--- src/rtl/pc_pkg.sv ---
// Shared types and constants for the fetch-stage program-counter unit.
package pc_pkg;

  localparam int unsigned INSTR_BYTES = 4;

  typedef enum logic [2:0] {
    PC_SEQ      = 3'd0,
    PC_BRANCH   = 3'd1,
    PC_RET      = 3'd2,
    PC_REDIRECT = 3'd3,
    PC_TRAP     = 3'd4,
    PC_HOLD     = 3'd5
  } pc_src_e;

endpackage

--- src/rtl/pc_ras.sv ---
// Circular return-address stack; a push when full overwrites the oldest entry.
module pc_ras #(
  parameter int unsigned XLEN  = 32,
  parameter int unsigned DEPTH = 4
) (
  input  logic            clk,
  input  logic            reset,
  input  logic            push,
  input  logic            pop,
  input  logic            replace,
  input  logic            flush,
  input  logic [XLEN-1:0] data,
  output logic [XLEN-1:0] top,
  output logic            empty,
  output logic            full,
  output logic            err_c
);

  localparam int unsigned PTR_W = $clog2(DEPTH);
  localparam int unsigned CNT_W = $clog2(DEPTH + 1);

  logic [XLEN-1:0]  mem [DEPTH];
  logic [PTR_W-1:0] ptr, ptr_d, top_idx, wr_idx;
  logic [CNT_W-1:0] cnt, cnt_d;
  logic             wr_en;

  // ptr names the next free slot; the top lives one below it
  assign top_idx = ptr - PTR_W'(1);
  assign top     = mem[top_idx];
  assign empty   = (cnt == CNT_W'(0));
  assign full    = (cnt == CNT_W'(DEPTH));

  always_comb begin
    ptr_d  = ptr;
    cnt_d  = cnt;
    wr_en  = 1'b0;
    wr_idx = ptr;
    err_c  = 1'b0;
    if (flush) begin
      ptr_d = '0;
      cnt_d = '0;
    end else if (replace && !empty) begin
      wr_en  = 1'b1;
      wr_idx = top_idx;
    end else if (push || replace) begin
      // replace on an empty stack degrades to a push plus underflow
      wr_en = 1'b1;
      ptr_d = ptr + PTR_W'(1);
      err_c = full | replace;
      if (!full) cnt_d = cnt + CNT_W'(1);
    end else if (pop) begin
      if (empty) begin
        err_c = 1'b1;
      end else begin
        ptr_d = ptr - PTR_W'(1);
        cnt_d = cnt - CNT_W'(1);
      end
    end
  end

  always_ff @(posedge clk or negedge reset) begin
    if (!reset) begin
      ptr <= '0;
      cnt <= '0;
    end else begin
      ptr <= ptr_d;
      cnt <= cnt_d;
    end
  end

  // Entry contents are don't-care after reset or flush
  always_ff @(posedge clk) begin
    if (wr_en) mem[wr_idx] <= data;
  end

endmodule

--- src/rtl/pc_unit.sv ---
// Fetch PC register with prioritised next-PC selection and return-address stack.
module pc_unit
  import pc_pkg::*;
#(
  parameter int unsigned     XLEN         = 32,
  parameter logic [XLEN-1:0] RESET_VECTOR = XLEN'(32'h0000_0000),
  parameter logic [XLEN-1:0] TRAP_VECTOR  = XLEN'(32'h0000_0100),
  parameter int unsigned     RAS_DEPTH    = 4
) (
  input  logic            clk,
  input  logic            reset,
  input  logic            stall,
  input  logic            trap,
  input  logic            redirect,
  input  logic [XLEN-1:0] redirect_target,
  input  logic            PCSrc,
  input  logic [XLEN-1:0] branch_target,
  input  logic            is_call,
  input  logic            is_ret,
  output logic [XLEN-1:0] pc_curr,
  output logic [XLEN-1:0] pc_next,
  output logic            ras_empty,
  output logic            ras_full,
  output logic            ras_err
);

  localparam logic [XLEN-1:0] ALIGN_MASK = ~XLEN'(INSTR_BYTES - 1);

  pc_src_e         src;
  logic [XLEN-1:0] pc_seq, ras_top;
  logic            ras_act, ras_push, ras_pop, ras_replace, ras_err_c;

  assign pc_seq = pc_curr + XLEN'(INSTR_BYTES);

  // Stack updates only happen on cycles that are neither flushed nor held
  assign ras_act     = !trap && !redirect && !stall;
  assign ras_push    = ras_act && is_call && !is_ret;
  assign ras_pop     = ras_act && is_ret && !is_call;
  assign ras_replace = ras_act && is_call && is_ret;

  always_comb begin
    src = PC_SEQ;
    if (trap)                    src = PC_TRAP;
    else if (redirect)           src = PC_REDIRECT;
    else if (stall)              src = PC_HOLD;
    else if (is_ret && !ras_empty) src = PC_RET;
    else if (PCSrc)              src = PC_BRANCH;
  end

  always_comb begin
    pc_next = pc_seq;
    case (src)
      PC_TRAP:     pc_next = TRAP_VECTOR;
      PC_REDIRECT: pc_next = redirect_target;
      PC_HOLD:     pc_next = pc_curr;
      PC_RET:      pc_next = ras_top;
      PC_BRANCH:   pc_next = branch_target;
      default:     pc_next = pc_seq;
    endcase
    pc_next = pc_next & ALIGN_MASK;
  end

  always_ff @(posedge clk or negedge reset) begin
    if (!reset) pc_curr <= RESET_VECTOR & ALIGN_MASK;
    else        pc_curr <= pc_next;
  end

  // Sticky overflow/underflow flag, cleared only by reset
  always_ff @(posedge clk or negedge reset) begin
    if (!reset)         ras_err <= 1'b0;
    else if (ras_err_c) ras_err <= 1'b1;
  end

  pc_ras #(
    .XLEN  (XLEN),
    .DEPTH (RAS_DEPTH)
  ) u_ras (
    .clk     (clk),
    .reset   (reset),
    .push    (ras_push | ras_replace),
    .pop     (ras_pop),
    .replace (ras_replace),
    .flush   (trap),
    .data    (pc_seq),
    .top     (ras_top),
    .empty   (ras_empty),
    .full    (ras_full),
    .err_c   (ras_err_c)
  );

endmodule

--- config.mk ---
export PLATFORM = sky130hd
export DESIGN_NAME = pc_unit
export DESIGN_NICKNAME = d
export VERILOG_FILES = /design/src/rtl/pc_pkg.sv /design/src/rtl/pc_ras.sv /design/src/rtl/pc_unit.sv
export SDC_FILE = /design/constraint.sdc
export NUM_CORES = 1
export LEC_CHECK = 0
export CAP_MARGIN = 20
export CORE_ASPECT_RATIO = 1.1
export CORE_MARGIN = 1.5
export CORE_UTILIZATION = 30
export DETAILED_ROUTE_END_ITERATION = 16
export MAX_ROUTING_LAYER = met4
export SLEW_MARGIN = 25
export SYNTH_ARGS = -nofsm -noshare
export SYNTH_HDL_FRONTEND = slang
export SYNTH_HIERARCHICAL = 1
export SYNTH_SLANG_ARGS = --single-unit
--- constraint.sdc ---
create_clock -name clk -period 12.81 [get_ports clk]
set_input_delay 2.562 -clock clk [delete_from_list [all_inputs] [get_ports clk]]
set_output_delay 2.562 -clock clk [all_outputs]
set_load 0.1 [all_outputs]
==> run_1/flops_by_reg.png <==
The bar under the picture is 50 microns long.
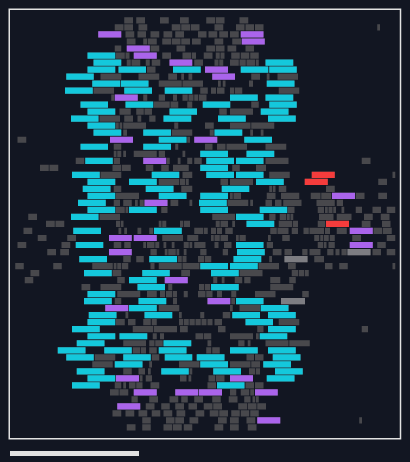
signal	color	sequential cells
u_ras/mem	cyan	120
pc_curr	purple	30
u_ras/cnt	red	3
fin util: 39.9%
flip-flop and latch power: 0.636 mW
flop share of the area: 47.6%
flip-flop and latch area: 0.00451 sq mm

==> run_1/congestion.png <==
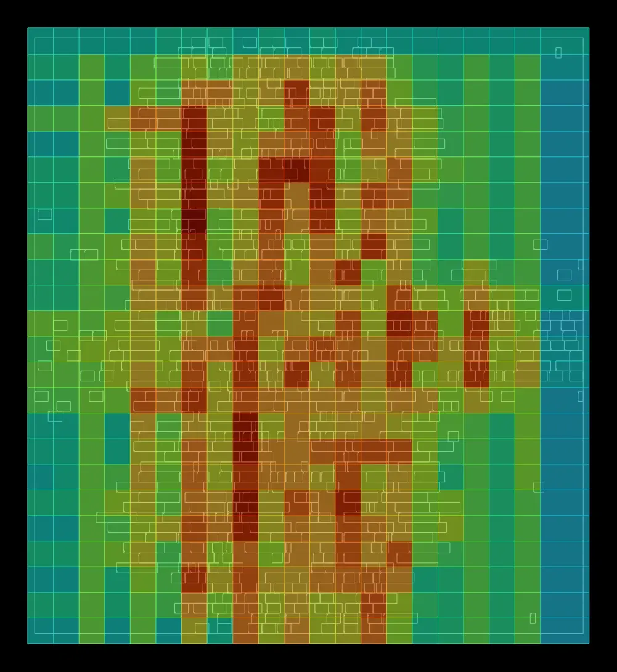
WL per Instance: 22.8 microns
met3 Use GR: 4.12%

==> results.json, run 1 <==
{
  "die_y_microns": 166,
  "setup_viol": 0,
  "tritoncts": "yes",
  "critical_path.max_fanout": 19,
  "max_cap_viol_count": 0,
  "antenna_found_initial": 0,
  "grt_overflow_total": 0,
  "finalClockPeriodUsage_pct": 72.7,
  "vias_per_cell": 5.40,
  "crit_path_end_kind": "primary output",
  "status": "finished clean",
  "comb_power_share_pct": 33.7,
  "path_cells": "clkdlybuf4s50_1 -> nor3_2 -> nand2_1 -> nor2_1 -> buf_4 -> nand2_1 -> o211ai_1 -> clkdlybuf4s50_1",
  "power.leakage_nw": 3.28,
  "place.gp.congestion": 0.783,
  "yosysWarnings": 6,
  "peakVddDrop_uv": 67.5,
  "worst_path_largest_cell_delay_ns": 1.20,
  "area_growth_pct": 30.8,
  "drt_iter0_drc": 475,
  "relSlewSlack_pct": 24.7,
  "final_nets": 700,
  "grt_pass1_vias": 5319,
  "syn_area_per_cell_sq_um": 14.6,
  "drc": 0,
  "cts_buffer_depth": 2,
  "power.total_mw": 1.68,
  "rsz0062_at_grt": "no"
}
==> run_1/layer_met1.png <==
The bar under the picture is 50 microns long. Supply wires on this layer in gray.
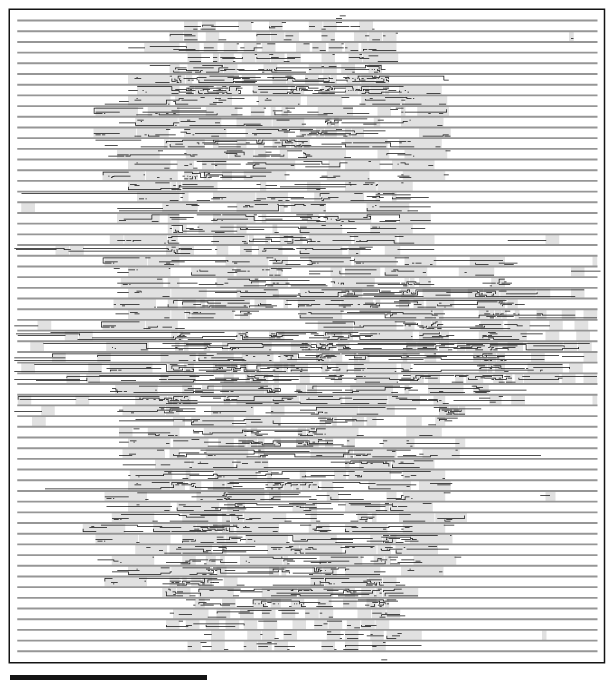
nets with wire on the layer	631
share of all routed wire	39%
wire length on this layer	8430 microns
main direction	horizontal
Final Routed Wirelength: 21500 microns
met1 Use GR: 21.7%
overall via count from detail_route: 5096

==> run_1/wires.png <==
Only two layers are drawn.
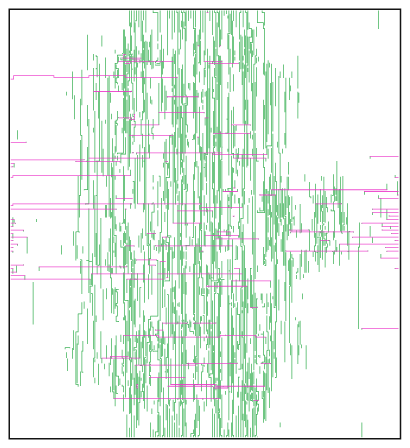
layer	color	wire length
metal 3	magenta	1420 microns
metal 2	green	11200 microns
GRT Total Usage: 18.1%

## run 1: final timing paths
path / start / to / slack [ns] / cells past startpoint
setup / recovery: redirect / pc_next[4] / 3.50 / 8
hold / removal: ras_err / ras_err / 0.47 / 1
setup reg to reg: pc_curr[2] / pc_curr[18] / 9.95 / 6
hold reg to reg: ras_err / ras_err / 0.47 / 1
max in group asynchronous: reset / u_ras/ptr[0] / 10.26 / 1
min in group asynchronous: reset / pc_curr[15] / 2.13 / 1
## run 1: worst reg2reg max path, stage by stage (launching register included)
cell	delay, ns
dfrtp_1	0.55
ha_1	0.38
nand2_1	0.15
nor4_2	0.70
nand2_1	0.14
xnor2_1	0.41
a2bb2oi_1	0.39
## run 1: cell type report
cell class | count | area (sq um)
Fill cell | 2154 | 14200
Multi-Input combinational cell | 306 | 2620
Clock buffer | 18 | 429
Timing Repair Buffer | 141 | 1380
Sequential cell | 156 | 4510
Clock inverter | 14 | 128
Inverter | 4 | 15.0
Tap cell | 305 | 382
## run 1: stage by stage
step,worst slack [ns],cells
after floorplan,4.60,497
after CTS,3.53,944
final,3.50,944
after detailed placement,3.54,912
after global placement,3.59,912
after global routing,3.32,944
## run 1: cells in the final DEF, fill, tap and decap left out, drive strengths merged, types with 3 or more instances in the layout
cell type / instances
nand3: 19
or2: 4
dfrtp: 36
a21oi: 6
buf: 12
nand2: 37
clkinv: 3
a221o: 7
and4: 5
nor3: 5
a222oi: 17
clkbuf: 18
mux4: 30
edfxtp: 120
xor2: 7
o21ai: 25
conb: 4
a21o: 12
and2: 3
nand2b: 3
mux2: 3
nor2: 24
and3: 10
clkdlybuf4s50: 129
a211oi: 3
a22oi: 12
nand4: 8
xnor2: 23
inv: 13
nor4: 8
## run 1: power groups by stage
stage               Sequential [mW]  Combinational [mW]  Clock (mW)
floorplan                     0.728               0.331           0
finish                        0.636               0.565       0.475
global placement              0.645               0.559           0
CTS                           0.636               0.568       0.484
detailed placement            0.647               0.566           0
global route                  0.641               0.590       0.503
## run 1: state kept, by name, summed over array words and instances (netlist names)
signal and count:
u_ras/ptr 2, pc_curr 30, u_ras/mem 120, u_ras/cnt 3
ras_err 1
## run 1: per-layer routing
metal,track usage (%),vias up,share of wire [%]
li1,-,2231,-
met1,21.7,2632,39
met2,29.8,201,52
met3,4.12,32,6.6
met4,6.33,0,2.1
met5,-,-,0
==> run_1/io_fan.png <==
The bar under the picture is 50 microns long.
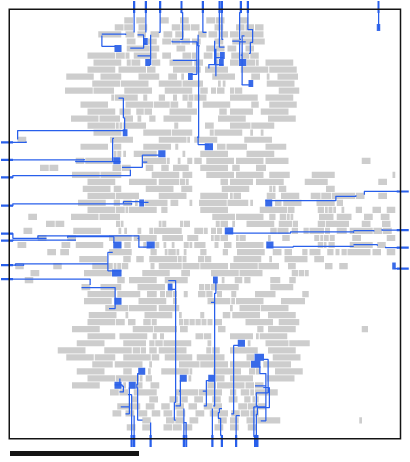

==> run 2: changes to the inputs <==
==> constraint.sdc (replaced) <==
create_clock -name clk -period 9.02 [get_ports clk]
set_input_delay 1.804 -clock clk [delete_from_list [all_inputs] [get_ports clk]]
set_output_delay 1.804 -clock clk [all_outputs]
set_load 0.1 [all_outputs]
==> run_2/io_fan.png <==
The bar under the picture is 50 microns long.
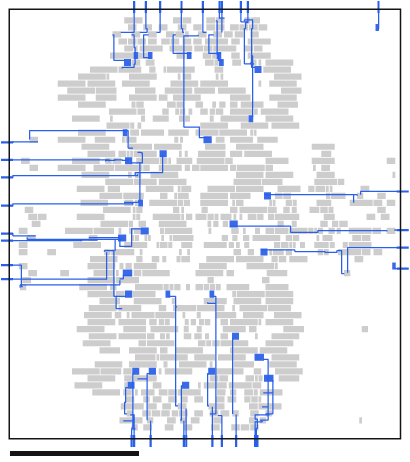
port	color	direction	edge	end cells	buffers	wire
pc_next	blue	output	10 top, 10 bottom, 8 left, 4 right	32	30	1370 microns
IO buf count: 130
I/O pins: 139

==> run_2/flops_by_reg.png <==
The bar under the picture is 50 microns long.
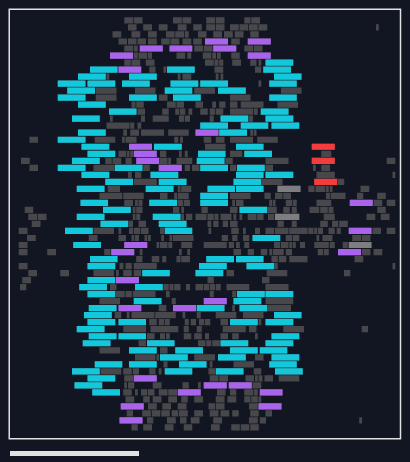
signal	color	sequential cells
u_ras/mem	cyan	120
u_ras/cnt	red	3
pc_curr	purple	30
not colored	3
fin util: 40.1%
flop share of the area: 47.5%

==> results.json, run 2 <==
{
  "status": "finished clean",
  "largest_reg_flops": 120,
  "critical_path.max_fanout": 19,
  "vias_per_cell": 5.34,
  "regMostFlops": "u_ras/mem",
  "fp_util_pct": 30.5,
  "yosysWarnings": 6,
  "antenna_found_initial": 1,
  "top_regs": "u_ras/mem x120, pc_curr x30, u_ras/cnt x3",
  "place.gp.congestion": 0.765,
  "peakVddDrop_uv": 98.3,
  "grt_pass1_vias": 5201,
  "layout_top_cells": "edfxtp_1 (120), clkdlybuf4s50_1 (113), nand2_1 (37), dfrtp_1 (35), buf_4 (33)",
  "drc": 0,
  "reg2reg_to": "pc_curr[18]",
  "critPathLaunch": "redirect",
  "final.min_clock_period_ns": 6.97,
  "root_buffer": "clkbuf_16",
  "r2r-start": "pc_curr[2]",
  "finalNonFillerCells": 950,
  "pwr_density_cell_mw_per_mm2": 254,
  "crit_path_end_kind": "primary output",
  "rsz0062_at_grt": "no",
  "rows": 59,
  "max_cap_viol_count": 0,
  "tritoncts": "yes",
  "final_common_cell": "edfxtp_1",
  "setup_viol": 0,
  "syn_area_per_cell_sq_um": 14.6,
  "n_fill_cell": 2199,
  "grt_overflow_total": 0,
  "timing.reg2reg.setup_slack_ns": 6.16,
  "reg2regPathDepth": 6,
  "finalClockPeriodUsage_pct": 77.2,
  "final_nets": 705,
  "routedWlPerCell_microns": 22.5,
  "numPlacedInstances": 917,
  "area_growth_pct": 31.2,
  "critPathCapture": "pc_next[20]",
  "cts_buffer_depth": 2,
  "relSlewSlack_pct": 32.5,
  "cts_setup_buffers": 0,
  "power.leakage_nw": 3.35,
  "wl_microns": 21400
}
==> run_2/congestion.png <==
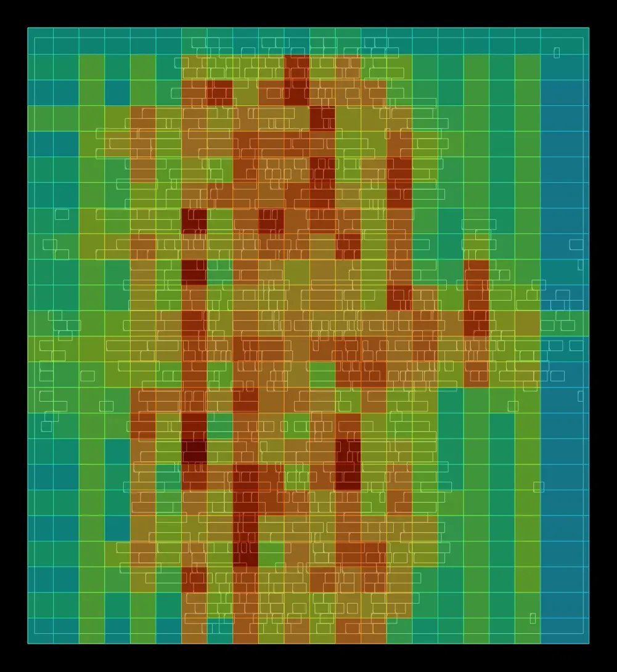
global routing's busiest layer: met2
GRT Total Usage: 18.0%

[run 2: how the worst min path moves through the flow]
| stage | startpoint | endpoint | slack, ns | depth (start not counted) |
|---|---|---|---|---|
| 2_1_floorplan | u_ras/cnt[1] | u_ras/cnt[1] | 0.63 | 1 |
| 3_3_place_gp | ras_err | ras_err | 0.46 | 1 |
| 4_1_cts | ras_err | ras_err | 0.48 | 1 |
| 3_5_place_dp | ras_err | ras_err | 0.46 | 1 |
| 5_1_grt | ras_err | ras_err | 0.50 | 1 |
| 6_report | ras_err | ras_err | 0.48 | 1 |
[run 2: metal layers]
layer  share of wire [%]  routed length (microns)  vias up  GRT usage, %
met5                   0                        0        -             -
li1                    -                        -     2239             -
met1                  39                     8440     2602          22.2
met4                 2.1                      439        0          6.67
met2                  51                    10900      203          28.9
met3                 7.4                     1590       28          3.71
[run 2: critical path, cell delays in order]
cell and delay (ns):
clkdlybuf4s50_1 0.40, buf_4 0.21, nor3_2 0.43, and2_1 0.51, o21ai_0 0.21, o21ai_0 0.36, clkdlybuf4s50_1 1.21
[run 2: metrics by stage]
step	power, mW	utilization [%]	worst slack, ns	hold WS [ns]	instance area (sq um)
global route	2.50	40.1	1.85	0.503	9490
detailed placement	1.72	37.5	2.01	0.463	8890
floorplan	1.50	-	2.32	0.628	7250
finish	2.41	40.1	2.05	0.476	9490
CTS	2.43	40.0	2.03	0.477	9490
global placement	1.71	37.5	2.07	0.459	8890
[run 2: cell type report]
| cell class | count | area [sq um] | area share (%) |
|---|---|---|---|
| Antenna cell | 1 | 2.50 | 0.0264 |
| Clock buffer | 20 | 457 | 4.81 |
| Clock inverter | 12 | 136 | 1.44 |
| Inverter | 4 | 15.0 | 0.158 |
| Multi-Input combinational cell | 306 | 2620 | 27.6 |
| Sequential cell | 156 | 4510 | 47.5 |
| Tap cell | 305 | 382 | 4.02 |
| Timing Repair Buffer | 146 | 1380 | 14.5 |
[run 2: report_power, final]
part	switching, mW	internal (mW)	total (mW)
clock network	0.283	0.425	0.708
logic	0.531	0.260	0.791
registers	0.0803	0.831	0.912
==> run_2/wires.png <==
Only two layers are drawn.
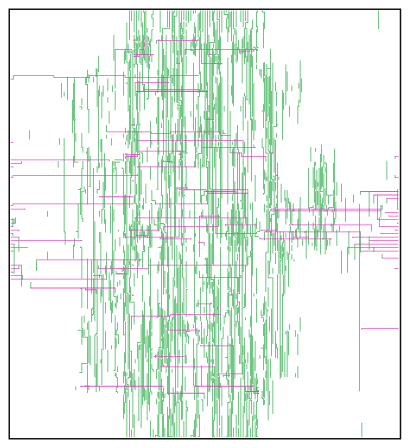

==> run 3: changes to the inputs <==
==> constraint.sdc (replaced) <==
create_clock -name clk -period 6.5 [get_ports clk]
set_input_delay 1.3 -clock clk [delete_from_list [all_inputs] [get_ports clk]]
set_output_delay 1.3 -clock clk [all_outputs]
set_load 0.1 [all_outputs]
==> run_3/wires.png <==
Only two layers are drawn.
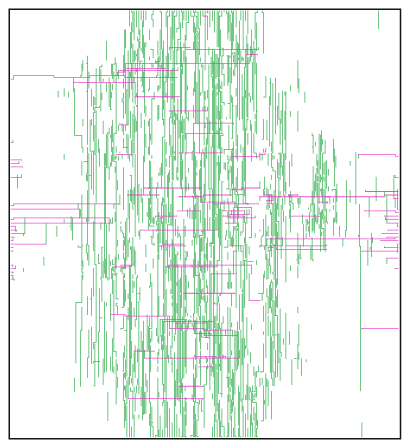
layer	color	wire length
metal 2	green	10900 microns
metal 3	magenta	1340 microns
GRT Total Usage: 18.0%
WL per Instance: 22.6 microns
overall via count from detail_route: 5105

==> run_3/layer_met1.png <==
The bar under the picture is 50 microns long. Supply wires on this layer in gray.
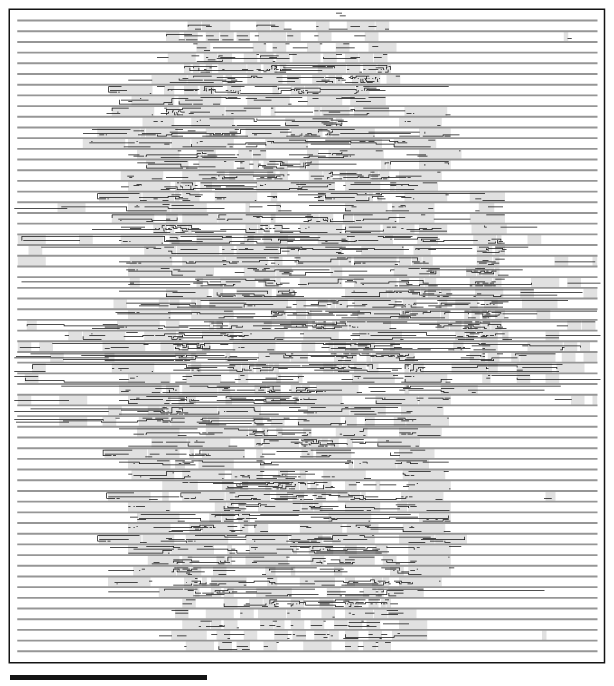
nets with wire on the layer	637
wire length on this layer	8730 microns
met1 Use GR: 23.1%
Final Routed Wirelength: 21400 microns

==> results.json, run 3 <==
{
  "drt_iter0_drc": 487,
  "rows": 59,
  "drc": 0,
  "antenna_found_initial": 0,
  "die_y_microns": 166,
  "crit_path_end_kind": "primary output",
  "port_buffers": 130,
  "status": "finished clean",
  "cts_buffer_depth": 2,
  "peakVddDrop_uv": 165,
  "num_antenna_cells": 0,
  "ios": 139,
  "max_cap_viol_count": 0,
  "setup_viol": 0,
  "final.min_clock_period_ns": 5.50,
  "finalClockPeriodUsage_pct": 84.5,
  "regMostFlops": "u_ras/mem",
  "tritoncts": "yes",
  "cts_setup_buffers": 0,
  "yosysWarnings": 6,
  "largest_reg_flops": 120,
  "place.gp.congestion": 0.784,
  "final_area_sq_mm": 0.00972,
  "fp_util_pct": 30.5,
  "use_met3_pct": 3.54,
  "use_met2_pct": 28.6,
  "syn_area_per_cell_sq_um": 14.6,
  "rsz0062_at_grt": "no",
  "n_fill_cell": 2154,
  "critical_path.max_fanout": 13,
  "busiest_layer": "met2",
  "root_buffer": "clkbuf_16",
  "top_regs": "u_ras/mem x120, pc_curr x30, u_ras/cnt x3",
  "area_growth_pct": 34.3,
  "final_common_cell": "edfxtp_1",
  "layout_top_cells": "edfxtp_1 (120), clkdlybuf4s50_1 (99), nand2_1 (37), dfrtp_1 (35), mux4_2 (30)"
}
==> run_3/flops_by_reg.png <==
The bar under the picture is 50 microns long.
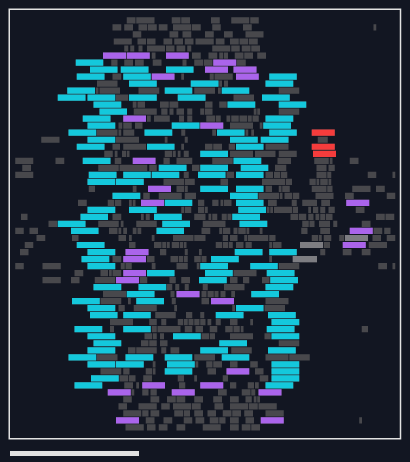
signal	color	sequential cells
pc_curr	purple	30
u_ras/cnt	red	3
u_ras/mem	cyan	120
not colored	3
fin util: 41.0%
flip-flop and latch power: 1.24 mW
flop share of the area: 46.4%

[run 3: final cells by class]
cell class | instances | area, sq um | area share, %
Timing Repair Buffer | 144 | 1630 | 16.8
Multi-Input combinational cell | 306 | 2620 | 26.9
Inverter | 4 | 15.0 | 0.154
Tap cell | 305 | 382 | 3.93
Sequential cell | 156 | 4510 | 46.4
Clock inverter | 14 | 134 | 1.38
Clock buffer | 18 | 439 | 4.52
[run 3: routing by layer]
metal	vias up	part of all wire (%)
li1	2235	-
met1	2640	41
met2	207	51
met3	23	6.3
met4	0	1.9
met5	-	0
[run 3: critical path, cell delays in order]
cell and delay (ns):
clkdlybuf4s50_1 0.56, nor3_2 0.48, nand2_1 0.31, nor2_1 0.48, buf_4 0.34, nand2_1 0.08
o211ai_1 0.40, buf_12 0.24
[run 3: stage by stage]
stage,instances,setup slack (ns),power [mW]
final,947,1.00,3.36
after CTS,947,1.03,3.39
after floorplan,497,0.353,2.09
after global routing,947,0.946,3.49
after detailed placement,915,1.05,2.44
after global placement,915,1.20,2.42
[run 3: final timing paths]
check                                  start          endpoint  slack, ns  cells after the start
worst max-delay path                   stall        pc_next[4]       1.00                      8
worst min-delay path                 ras_err           ras_err       0.49                      1
worst max register to register  u_ras/ptr[0]  u_ras/mem[1][29]       3.45                      4
worst min register to register       ras_err           ras_err       0.49                      1
max in group asynchronous              reset      u_ras/ptr[0]       5.22                      1
min in group asynchronous              reset      u_ras/ptr[1]       0.88                      1
[run 3: power by group]
group / leakage (nW) / switching (mW) / internal (mW)
sequential: 1.56 / 0.0814 / 1.15
combinational: 1.59 / 0.774 / 0.404
clock: 0.280 / 0.406 / 0.544
total: 3.43 / 1.26 / 2.10
No activity file was given, so power comes from the tool's default toggle rates.
